### The metal 1 layer, run 1

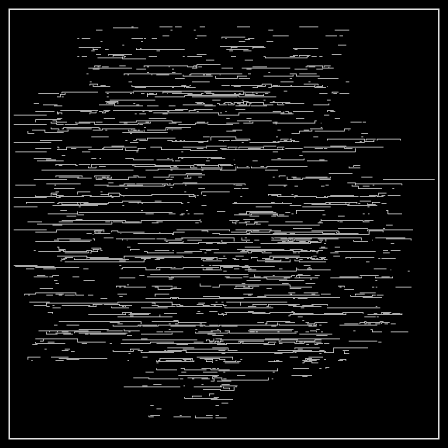
### Met2 routing, run 1

Scale bar: 50 µm. Cells faint in the background.
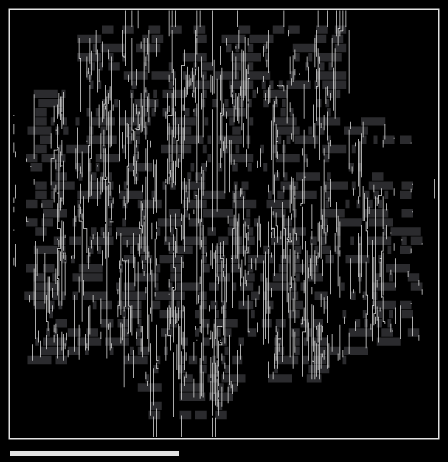
### Metal 3, run 1

Scale bar: 50 µm.
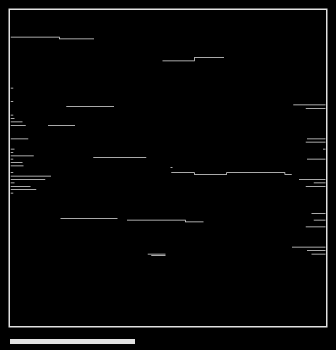
Design icache_boot_loader, sky130hd; sources not shown.
==> Changelog: implementation, run 1 <==
### Changed

* Yosys Instances at 512
* Global Route Usage Sum at 14.8%
* Max_cap viols at 0
* Vias per cell at 4.85
* Vias in the first global route at 3620
* Worst hold path cell count at 2
* Hold slack at 454 ps
* Cts bufs inserted at 9
* Mapped Area at 0.00424 mm²
* Synth async-reset ratio at 0%
* CTS HTree Levels at 3
* Max-area cell share at 47.7%
* Crit path depth at 8
* Core Util, Final at 37.1%
* Most common flop cell mapped by yosys: dfxtp_1
* Worst Path Max Fanout at 7
* Clock insertion delay at the later pin of the skew report at 350 ps
* Max reg flops at 32
* # IOs at 58
* DRT iter0 DRCs at 166
* FMAX at 0.329 GHz
* CP cell instances: ha_1 -> and3_1 -> xnor2_1 -> a32oi_1 -> a2111oi_2 -> a21oi_2 -> and4_4 -> mux2_4
* ANT cells at 0
* Post-synthesis sequential area ratio at 47.7%
* # port buffers at 57
* Worst path bufs/invs at 0
* Slowest stage delay, CP at 680 ps
* Final global-route overflow total at 0
* EDFF count, synth at 0
* Num rows at 43
* R2R setup slack at 1960 ps
* DR WL/cell at 15.7 µm
* Maximum clock path buffer count at 2
* Number of detailed-route iterations in the first pass at 4
* Run status: finished, final reports clean
* Area growth from synthesis to layout at 21.3%
* P_leak at 1.66 nW
* Tot Pwr at 0.00154 W
* FILL cells at 1658
* Layout cells sized above 1 at 7.43%
Notes on 'The metal 1 layer' above:
longest straight run: 44.4 µm
nets with wire on the layer: 511
GRT met1 Usage: 19.8%
vias: 3550

Notes on 'Met2 routing' above:
main direction: vertical
share of all routed wire: 47%
wire length on this layer: 5380 µm
nets with wire on the layer: 471
met2 GRT Util: 23.5%
drt total wl: 11500 µm

Notes on 'Metal 3' above:
nets with wire on the layer: 40
share of all routed wire: 3.7%
wire length on this layer: 424 µm
longest straight run: 23.5 µm
met3 Use GR: 4.76%

==> run 1: synthesized netlist by cell type (2+ instances only) <==
master    count
nor4_1        3
or2_2         2
and3_1        2
or3_1         2
and4_4        4
mux2i_1      17
nand3_1       5
buf_1         2
inv_1         4
buf_6         3
nand2_1     149
a31oi_1       5
dfxtp_1     101
nor3_1        5
a211oi_1      6
buf_4         4
nor2_1       36
nor2b_1       3
and2_1        2
o21ai_0       4
xor2_1        5
ha_1          2
clkbuf_1     26
xnor2_1      11
a32oi_1       2
a21oi_1      74
==> run 1: kinds of logic after synthesis <==
kind of cell / after synthesis / synth area share, %
multiplexers: 19 / 4.63
AND-OR/OR-AND: 103 / 14.3
buffers and inverters: 42 / 4.99
flip-flops: 101 / 47.7
adder cells (fa/ha/maj): 2 / 0.590
XOR/XNOR: 16 / 3.31
AND/OR/NAND/NOR: 229 / 24.5
==> run 1: metrics by stage <==
step           cell area [µm²]  std cells
2_1_floorplan             4240        512
3_3_place_gp              4870        716
3_5_place_dp              4870        716
4_1_cts                   5130        732
5_1_grt                   5140        732
6_report                  5140        732
==> run 1: final cells by class <==
type	instances	area [µm²]	share of cell area [%]
multi-input cells	369	2020	39.2
repair buffers	62	603	11.7
inverters	4	15.0	0.292
well taps	180	225	4.38
flip-flops and latches	101	2020	39.3
clock inverters	4	25.0	0.486
clock buffers	12	236	4.60
==> run 1: worst min-delay path: cells and delay by family (launching register included) <==
| family | cells | cell delay [ps] |
|---|---|---|
| flops | 1 | 310 |
| simple gates | 1 | 50 |
| compound gates | 1 | 50 |
==> run 1: power by group <==
part	switching [W]	leakage (nW)	internal [W]
clock	0.000301	0.123	0.000336
combinational	0.0000477	0.720	0.0000317
sequential	0.0000103	0.815	0.000812
==> run 1: layout by cell type (no fill, tap or decap), types with 2 or more instances in the layout <==
master,instances
a211oi_1,6
a21oi_1,74
a31oi_1,5
a32oi_1,2
and2_1,2
and3_1,2
and4_4,4
buf_4,5
clkbuf_1,3
clkbuf_16,9
clkdlybuf4s50_1,56
clkinv_2,2
clkinvlp_4,2
dfxtp_1,101
ha_1,2
inv_1,4
mux2i_1,17
nand2_1,149
nand3_1,5
nor2_1,35
nor2b_1,3
nor3_1,5
nor4_1,3
o21ai_0,4
or2_2,2
or3_1,2
xnor2_1,11
xor2_1,5
==> run 1: metal layers <==
metal,track usage [%],routed length (µm)
met1,19.8,5610
met2,23.5,5380
met3,4.76,424
met4,3.34,68
met5,0,0
### Congestion heat map, run 1

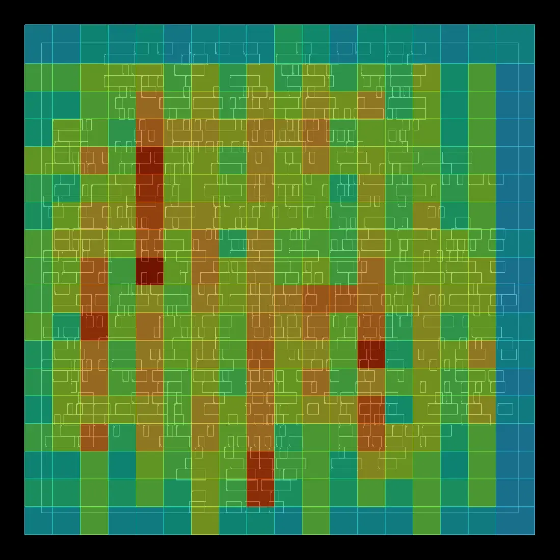

==> inputs of run 2 (changes only) <==
==> constraint.sdc (replaced) <==
create_clock -name clk -period 2.75 [get_ports clk]
set_input_delay 0.275 -clock clk [delete_from_list [all_inputs] [get_ports clk]]
set_output_delay 0.275 -clock clk [all_outputs]
set_load 0.005 [all_outputs]
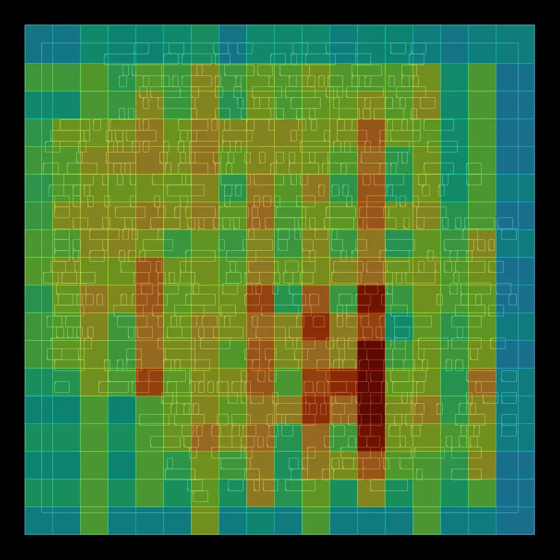
*Congestion heat map, run 2*
DR WL/cell: 15.7 µm
Core Util, Final: 37.8%
GRT met1 Usage: 20.3%

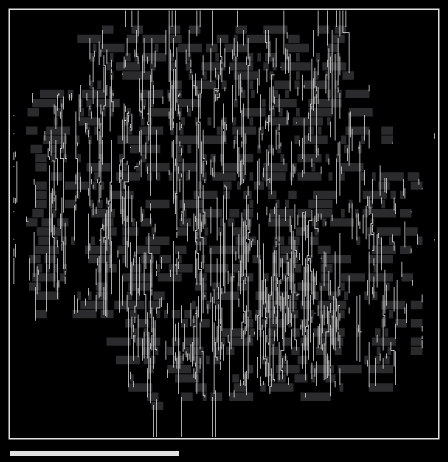
*Met2 routing, run 2*
Scale bar: 50 µm. Cells faint in the background.
share of all routed wire: 46%
nets with wire on the layer: 489
wire length on this layer: 5310 µm
longest straight run: 37.4 µm
main direction: vertical
vias: 3628
drt total wl: 11600 µm
met2 GRT Util: 23.0%

==> Changelog: implementation, run 2 <==
### Changed

* Comb power frac at 5.5%
* Clock slew at reported path FFs at 60 ps
* Final instance area at 0.00525 mm²
* Slowest stage delay, CP at 450 ps
* Seq pwr share at 52.4%
* Clock share of power at 42.2%
* Vias per cell at 4.92
* EDFF count, synth at 0
* Most common flop cell mapped by yosys: dfxtp_1
* Mapped Area at 0.00424 mm²
* DR WL met3 at 368 µm
* CTS HTree Levels at 3
* # IOs at 58
* Most common logic cells in the final layout: nand2_1, dfxtp_1, a21oi_1
* Synth async-reset ratio at 0%
* Synth top cell by count: nand2_1
* Max_cap viols at 0
* Max-area cell share at 47.7%
* FMAX at 0.381 GHz
* DRT met1 WL at 5680 µm
* ANT cells at 0
* Synth top cells by count: nand2_1, dfxtp_1, a21oi_1
* Top cell excl fill/tap: nand2_1
* Cts bufs inserted at 9
* Worst Path Max Fanout at 7
* Worst hold path cell count at 2
* Layout cells sized above 1 at 9.14%
* Clock insertion delay at the later pin of the skew report at 350 ps
* R2R setup slack at 120 ps
* Vias in the first global route at 3774
* First-pass GRT wire length at 19400 µm
* Num rows at 43
* P_leak at 1.71 nW
* NetSw at 0.000655 W
* # port buffers at 57
* Yosys Instances at 512
* Crit path depth at 8
* Run status: finished, final reports clean
* Maximum clock path buffer count at 2
* Max reg flops at 32
* Final hold vios at 0
* Final global-route overflow total at 0
* Worst path bufs/invs at 0
* Global Route Usage Sum at 14.9%
* Placed Area at 0.00496 mm²
* DRT iter0 DRCs at 179
-- run 2: cell types whose count changed in the layout (fill, tap and decap cells not counted), sizes merged --
cell and delta:
buf +8, clkbuf -1, clkinv -2, clkinvlp +1
-- run 2: cell type report --
| cell class | count | area, µm² |
|---|---|---|
| fill | 1675 | 8630 |
| multi-input combinational | 369 | 2020 |
| sequential | 101 | 2020 |
| timing repair buffer | 70 | 688 |
| clock buffer | 11 | 253 |
| tap | 180 | 225 |
| clock inverter | 3 | 22.5 |
| inverter | 4 | 15.0 |
-- run 2: power by group through the flow --
| stage | Sequential (W) | Clock (W) | Combinational [W] |
|---|---|---|---|
| 2_1_floorplan | 0.00152 | 0 | 0.0000995 |
| 3_3_place_gp | 0.00153 | 0 | 0.000152 |
| 3_5_place_dp | 0.00153 | 0 | 0.000156 |
| 4_1_cts | 0.00149 | 0.00124 | 0.000156 |
| 5_1_grt | 0.00149 | 0.00130 | 0.000171 |
| 6_report | 0.00149 | 0.00120 | 0.000155 |
-- run 2: logic make-up after synthesis --
group                      share of synthesized area, %
and+or+nand+nor                                    24.5
AOI/OAI and AO/OA                                  14.3
DFF                                                47.7
buffers and inverters                              4.99
muxes                                              4.63
xor gates and xnor gates                           3.31
adders and majority gates                         0.590
-- run 2: through the flow --
step | hold WS (ps) | setup slack (ps) | cells | setup TNS, ps | power, W
after global routing | 459 | -17.7 | 738 | -36.1 | 0.00296
final | 421 | 124 | 738 | 0 | 0.00285
after floorplan | 411 | 193 | 512 | 0 | 0.00162
after CTS | 422 | 97.0 | 738 | 0 | 0.00289
after detailed placement | 450 | 109 | 724 | 0 | 0.00168
after global placement | 443 | 199 | 724 | 0 | 0.00168
-- run 2: layer usage --
layer | vias to the layer above | track usage (%)
li1 | 1801 | -
met4 | 0 | 6.25
met5 | - | 0
met3 | 13 | 2.86
met1 | 1756 | 20.3
met2 | 58 | 23.0
No activity file was given, so power comes from the tool's default toggle rates.
